## src/rtl/mult_pkg.sv

```systemverilog
// Shared constants and state encoding for the sequential 16x16 multiplier.
package mult_pkg;

   localparam int unsigned MULT_N      = 16;
   localparam int unsigned MULT_CNT_W  = 4;
   localparam logic [MULT_CNT_W-1:0] MULT_LAST = 4'hF;

   typedef enum logic [1:0] {
      MULT_IDLE = 2'b00,
      MULT_BUSY = 2'b01,
      MULT_DONE = 2'b10
   } mult_state_e;

endpackage

```

## src/rtl/rca_16b.sv

```systemverilog
// 16-bit ripple-carry adder.
// Ports: a, b (addends), c_in (carry in) -> s (sum), c_out (carry out).
module rca_16b (
   input  logic [15:0] a,
   input  logic [15:0] b,
   input  logic        c_in,
   output logic [15:0] s,
   output logic        c_out
);

   logic carry;

   // Bit-serial carry chain, LSB first.
   always_comb begin
      carry = c_in;
      s     = '0;
      for (int i = 0; i < 16; i++) begin
         s[i]  = a[i] ^ b[i] ^ carry;
         carry = (a[i] & b[i]) | (carry & (a[i] ^ b[i]));
      end
      c_out = carry;
   end

endmodule

```

## src/rtl/mult_16b_seq.sv

```systemverilog
// Iterative unsigned 16x16 shift-add multiplier, one rca_16b add per cycle.
// Ports: clk, rst_n (async active-low); in_valid/in_ready/a/b operand handshake;
//        out_valid/out_ready/product result handshake; busy while iterating.
module mult_16b_seq
   import mult_pkg::*;
(
   input  logic                clk,
   input  logic                rst_n,
   input  logic                in_valid,
   output logic                in_ready,
   input  logic [MULT_N-1:0]   a,
   input  logic [MULT_N-1:0]   b,
   output logic                out_valid,
   input  logic                out_ready,
   output logic [2*MULT_N-1:0] product,
   output logic                busy
);

   localparam int unsigned N     = MULT_N;
   localparam int unsigned CNT_W = MULT_CNT_W;

   mult_state_e          state_q, state_d;
   logic [2*N-1:0]       acc_q, acc_d;
   logic [N-1:0]         mcand_q, mcand_d;
   logic [CNT_W-1:0]     cnt_q, cnt_d;
   logic                 in_ready_q, in_ready_d;
   logic                 busy_q, busy_d;
   logic                 out_valid_q, out_valid_d;

   logic [N-1:0]         addend;
   logic [N-1:0]         sum;
   logic                 carry;

   // Upper half of the accumulator plus the multiplicand when the current
   // multiplier bit (acc[0]) is set.
   assign addend = acc_q[0] ? mcand_q : N'(0);

   rca_16b u_rca (
      .a     (acc_q[2*N-1:N]),
      .b     (addend),
      .c_in  (1'b0),
      .s     (sum),
      .c_out (carry)
   );

   // Next-state, datapath and output decode.
   always_comb begin
      state_d = state_q;
      acc_d   = acc_q;
      mcand_d = mcand_q;
      cnt_d   = cnt_q;

      case (state_q)
         MULT_IDLE: begin
            if (in_valid) begin
               mcand_d = a;
               acc_d   = {N'(0), b};
               cnt_d   = '0;
               state_d = MULT_BUSY;
            end
         end
         MULT_BUSY: begin
            // Carry lands in acc[31] as the whole accumulator shifts right.
            acc_d = {carry, sum, acc_q[N-1:1]};
            cnt_d = cnt_q + CNT_W'(1);
            if (cnt_q == MULT_LAST) begin
               state_d = MULT_DONE;
            end
         end
         MULT_DONE: begin
            if (out_ready) begin
               state_d = MULT_IDLE;
            end
         end
         default: begin
            state_d = MULT_IDLE;
         end
      endcase

      in_ready_d  = (state_d == MULT_IDLE);
      busy_d      = (state_d == MULT_BUSY);
      out_valid_d = (state_d == MULT_DONE);
   end

   // State, datapath and registered handshake outputs.
   always_ff @(posedge clk or negedge rst_n) begin
      if (!rst_n) begin
         state_q     <= MULT_IDLE;
         acc_q       <= '0;
         mcand_q     <= '0;
         cnt_q       <= '0;
         in_ready_q  <= 1'b1;
         busy_q      <= 1'b0;
         out_valid_q <= 1'b0;
      end else begin
         state_q     <= state_d;
         acc_q       <= acc_d;
         mcand_q     <= mcand_d;
         cnt_q       <= cnt_d;
         in_ready_q  <= in_ready_d;
         busy_q      <= busy_d;
         out_valid_q <= out_valid_d;
      end
   end

   assign in_ready  = in_ready_q;
   assign busy      = busy_q;
   assign out_valid = out_valid_q;
   assign product   = acc_q;

endmodule

```

## config.mk

```make
export PLATFORM = sky130hd
export DESIGN_NAME = mult_16b_seq
export DESIGN_NICKNAME = d
export VERILOG_FILES = /design/src/rtl/mult_pkg.sv /design/src/rtl/rca_16b.sv /design/src/rtl/mult_16b_seq.sv
export SDC_FILE = /design/constraint.sdc
export NUM_CORES = 1
export LEC_CHECK = 0
export CORE_MARGIN = 2
export CORE_UTILIZATION = 33
export CTS_BUF_LIST = sky130_fd_sc_hd__clkbuf_16
export DETAILED_ROUTE_END_ITERATION = 10
export PLACE_DENSITY = 0.6
export SYNTH_ARGS = -nofsm -noshare
export SYNTH_HDL_FRONTEND = slang
export SYNTH_SLANG_ARGS = --single-unit
```

## constraint.sdc

```tcl
create_clock -name clk -period 14.4 [get_ports clk]
set_input_delay 1.44 -clock clk [delete_from_list [all_inputs] [get_ports clk]]
set_output_delay 1.44 -clock clk [all_outputs]
set_load 0.01 [all_outputs]
```

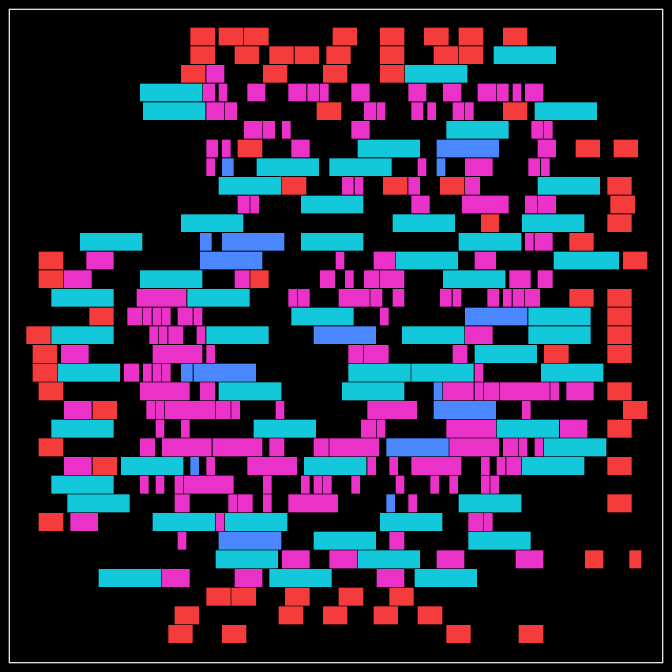
*Cells colored by class, run 1*
legend:
  clock drivers and dummy loads:
    color: blue
    cells: 16
  sequential cells:
    color: cyan
    cells: 57
  remaining buffers and delay cells:
    color: red
    cells: 73
  combinational and other logic:
    color: magenta
    cells: 171
Util after Layout: 46.2%
fraction of standard cell area that is sequential: 38.0%

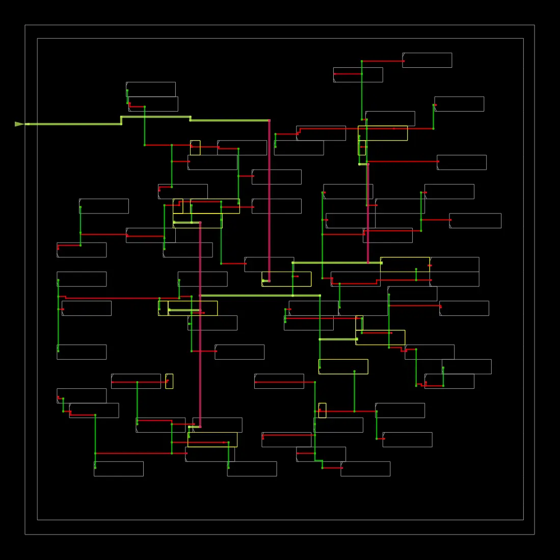
*Clock nets, run 1*
clkbuf count: 9
setup skew after layout: 5.82 ps
CTS sink count: 57

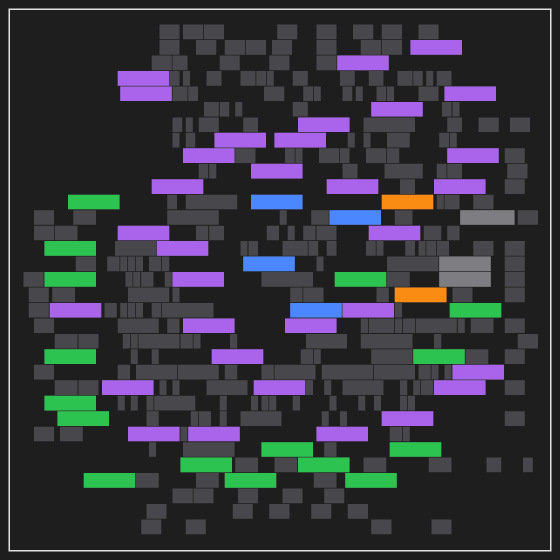
*Where the registers sit, run 1*
Other sequential cells in the stronger gray, the rest of the logic in the fainter gray.
legend:
  mcand_q:
    color: green
    sequential_cells: 16
  state_q:
    color: orange
    sequential_cells: 2
  product:
    color: purple
    sequential_cells: 32
  cnt_q:
    color: blue
    sequential_cells: 4
    where: middle
not colored: 3
area taken by flip-flops and latches: 1430 µm²
Flop+latch power: 0.305 mW

[run 1: area by class of cell]
class                      instances  share of cell area, %
sequential                        57                   38.0
timing repair buffer              73                   19.1
clock inverter                     7                  0.800
clock buffer                       9                   6.00
inverter                          20                   2.00
multi-input combinational        151                   30.6
tap                              105                   3.50
[run 1: critical path: cells and delay by family, from the launching register on]
kind | cells | cell delay [ps]
adder cells (fa/ha/maj) | 16 | 5750
flip-flops | 1 | 670
AND/OR/NAND/NOR | 1 | 210
buffers and inverters | 3 | 170
AND-OR/OR-AND | 1 | 80
[run 1: layout by cell type, fill, tap and decap left out]
cell                              count
sky130_fd_sc_hd__dfrtp_1             56
sky130_fd_sc_hd__o21ai_0             18
sky130_fd_sc_hd__clkdlybuf4s50_1     69
sky130_fd_sc_hd__and2_1               3
sky130_fd_sc_hd__o21ai_1              1
sky130_fd_sc_hd__fa_1                15
sky130_fd_sc_hd__a22oi_1             16
sky130_fd_sc_hd__buf_4                3
sky130_fd_sc_hd__buf_2                1
sky130_fd_sc_hd__clkbuf_16            9
sky130_fd_sc_hd__clkinv_2             3
sky130_fd_sc_hd__o22ai_1             17
sky130_fd_sc_hd__nor3b_4              1
sky130_fd_sc_hd__a22o_1               1
sky130_fd_sc_hd__clkinv_1             2
sky130_fd_sc_hd__dfstp_2              1
sky130_fd_sc_hd__nand2_1             48
sky130_fd_sc_hd__ha_1                 2
sky130_fd_sc_hd__inv_1               22
sky130_fd_sc_hd__nand2b_1             3
sky130_fd_sc_hd__or3_1                1
sky130_fd_sc_hd__mux2i_1              2
sky130_fd_sc_hd__o21bai_2             1
sky130_fd_sc_hd__mux2_2              16
sky130_fd_sc_hd__nor2_1               1
sky130_fd_sc_hd__a31o_2               2
sky130_fd_sc_hd__nand3_1              2
sky130_fd_sc_hd__nor2b_1              1
==> flow_summary.toml, run 1 <==
# generated from flow reports
[timing]
tightestPinTransition_ps = 1100
timing.slew.headroom_pct = 26.3
number_of_pins_exceeding_their_max_slew_limit_in_the_final_report = 0

[critical_path]
regToRegSetupSlack_ps = 7350
critPathRequiredTime_ps = 14570
worst_path_most_repeated_cell = "sky130_fd_sc_hd__fa_1"
r2r_end = "product[30]"
crit_path_cell_trace = "and2_1, ha_1, inv_1, fa_1, fa_1, fa_1, fa_1, fa_1, fa_1, fa_1, fa_1, fa_1, fa_1, fa_1, fa_1, fa_1, inv_1, fa_1, inv_1, fa_1, o22ai_1"

[global_routing]
grt_start_max_net_pins = 58
number_of_global_route_vias_before_repair = 1976
global_route.usage.total_pct = 14.1
grt_pass1_wl_mm = 9.69
grt_util_met1_pct = 18.8

[clock_tree]
tritoncts = "built"
number_of_buffers_added_by_the_clock_tree_synthesis_step = 9
clk_transition_reported_paths_ps = 50
cts_repair_resize_count = 0

[worst_hold_path]
whs_endpoint = "cnt_q[3]"
holdPathStages = 1
beginning_of_the_worst_hold_path = "cnt_q[3]"

[detailed_routing]
wl_met2_mm = 2.80
number_of_drc_violations_after_detailed_routing = 0
dr.pass1.iters = 4
postRouteWirelength_mm = 5.92
num_vias = 2022
detail-route-antenna-nets = 0
top_layer_used = "met4"

[pwr]
pg_comb_mw = 0.343
power.share.sequential_pct = 36.8

[logic_synthesis]
syn_area_per_cell_um2 = 11.2
ys_sh_mux_pct = 7.33
enable_flop_cells = 0
dominantRegCellSynth = "sky130_fd_sc_hd__dfrtp_1"
synth_nets = 297

[status]
status = "completed"

[place]
detailed_place.area_um2 = 3500
gp_routability_congestion = 0.733

[die]
die_h_um = 95.0
rows = 33
### Gate-type map, run 1

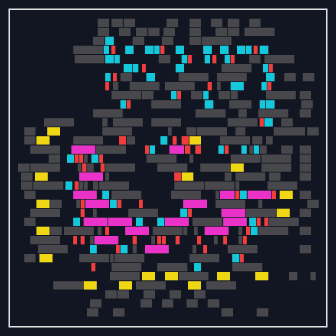

==> run 2: changes to the inputs <==
--- a/config.mk
+++ b/config.mk
@@ -9,7 +9,7 @@
 export CORE_UTILIZATION = 33
 export CTS_BUF_LIST = sky130_fd_sc_hd__clkbuf_16
 export DETAILED_ROUTE_END_ITERATION = 10
-export PLACE_DENSITY = 0.6
+export PLACE_DENSITY = 0.62
 export SYNTH_ARGS = -nofsm -noshare
 export SYNTH_HDL_FRONTEND = slang
 export SYNTH_SLANG_ARGS = --single-unit
==> constraint.sdc (replaced) <==
create_clock -name clk -period 6.3 [get_ports clk]
set_input_delay 0.63 -clock clk [delete_from_list [all_inputs] [get_ports clk]]
set_output_delay 0.63 -clock clk [all_outputs]
set_load 0.01 [all_outputs]
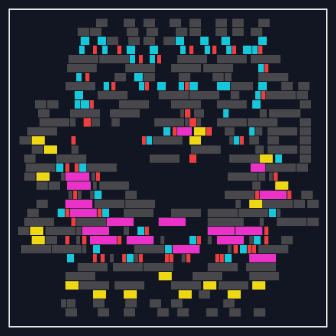
*Gate-type map, run 2*
legend:
  aoi and oai cells:
    color: cyan
    cells: 53
  fa/ha/maj cells:
    color: magenta
    cells: 17
  nand cells:
    color: red
    cells: 53
  mux cells:
    color: yellow
    cells: 18

==> run 2 against run 1 <==
Compared with the run above: register-to-register slack worse by 7100 ps; synthesized cell count unchanged; clock skew down 1.4 ps; setup slack worse by 7100 ps; critical path type unchanged; largest power group unchanged; highest routed layer unchanged.
==> flow_summary.toml, run 2 <==
# generated from flow reports
[layout]
highest_count_logic_cell_in_the_final_layout = "sky130_fd_sc_hd__clkdlybuf4s50_1"
final_util_pct = 47.1
finalInstanceArea_um2 = 3830

[pwr]
pg_comb_mw = 0.828
seq_cell_power_mw = 0.681

[critical_path]
worst_path_most_repeated_cell = "sky130_fd_sc_hd__fa_2"
critPathTopFamily = "adder cells"
regToRegSetupSlack_ps = 240
critPathRequiredTime_ps = 6480
crit_path_cell_trace = "and2_1, ha_1, inv_1, fa_2, fa_2, fa_2, fa_2, fa_2, fa_2, fa_2, fa_2, fa_2, fa_2, fa_2, fa_2, fa_2, inv_2, fa_1, inv_1, fa_1, o22ai_1"

[global_routing]
global_route.usage.total_pct = 14.2
number_of_global_route_vias_before_repair = 2073
grt_start_max_net_pins = 58
grt_pass1_wl_mm = 9.79

[clock_tree]
clk_transition_reported_paths_ps = 50
number_of_buffers_added_by_the_clock_tree_synthesis_step = 9
tritoncts = "built"

[timing]
number_of_pins_exceeding_their_max_slew_limit_in_the_final_report = 0
skew_ps = 4.44

[detailed_routing]
detail-route-antenna-nets = 0
postRouteWirelength_mm = 5.75
number_of_drc_violations_after_detailed_routing = 0
wl_met2_mm = 2.81
dr.pass1.iters = 4
top_layer_used = "met4"
num_vias = 2022

[place]
detailed_place.area_um2 = 3530
gp_routability_congestion = 0.765

[logic_synthesis]
ys_sh_mux_pct = 7.33
dominantRegCellSynth = "sky130_fd_sc_hd__dfrtp_1"
syn_area_per_cell_um2 = 11.2
enable_flop_cells = 0

[die]
die_h_um = 95.0
chipWidth_um = 95.0
rows = 33

[status]
status = "completed"
==> run 2: cell counts after synthesis <==
No cell type changed its count.
==> run 2: through the flow <==
step | setup TNS, ps | std cells | hold slack (ps) | setup WS (ps) | power, mW
3_3_place_gp | 0 | 407 | 470 | 99.5 | 1.49
3_5_place_dp | -17.5 | 407 | 489 | -17.5 | 1.52
2_1_floorplan | 0 | 244 | 334 | 27.1 | 1.17
6_report | 0 | 424 | 446 | 241 | 1.97
5_1_grt | 0 | 424 | 517 | 23.9 | 2.14
4_1_cts | 0 | 423 | 486 | 41.6 | 1.99
==> run 2: worst paths after layout <==
check,startpoint,end,cells past startpoint
setup / recovery,mcand_q[0],product[30],21
hold / removal,rst_n,mcand_q[10],2
setup reg to reg,mcand_q[0],product[30],21
hold reg to reg,cnt_q[3],cnt_q[3],1
max in group asynchronous,rst_n,product[10],2
min in group clk,cnt_q[3],cnt_q[3],1
==> run 2: cells by family after synthesis <==
family / count (synthesis)
DFF: 57
and+or+nand+nor: 60
adders and majority gates: 17
buffers and inverters: 36
muxes: 18
AOI/OAI and AO/OA: 56
==> run 2: timing repair <==
| item | in CTS | in global routing |
|---|---|---|
| endpoints found under the setup margin | 1 | 2 |
| buffers inserted | 0 | 1 |
| gates resized | 1 | 4 |
==> run 2: area by class of cell <==
class / instances / area [µm²] / area share, %
inverters: 20 / 75.1 / 1.96
well taps: 105 / 131 / 3.43
clock buffers: 9 / 225 / 5.87
multi-input cells: 151 / 1180 / 30.8
clock inverters: 7 / 61.3 / 1.60
flip-flops and latches: 57 / 1430 / 37.2
repair buffers: 75 / 733 / 19.1
==> run 2: metal layers <==
metal	up-vias	global-route usage, %
met5	-	0
met3	6	5.75
met2	44	22.8
met1	1006	18.1
met4	0	3.26
li1	966	-
Power figures rest on the tool's default switching activity, not on a simulated workload.
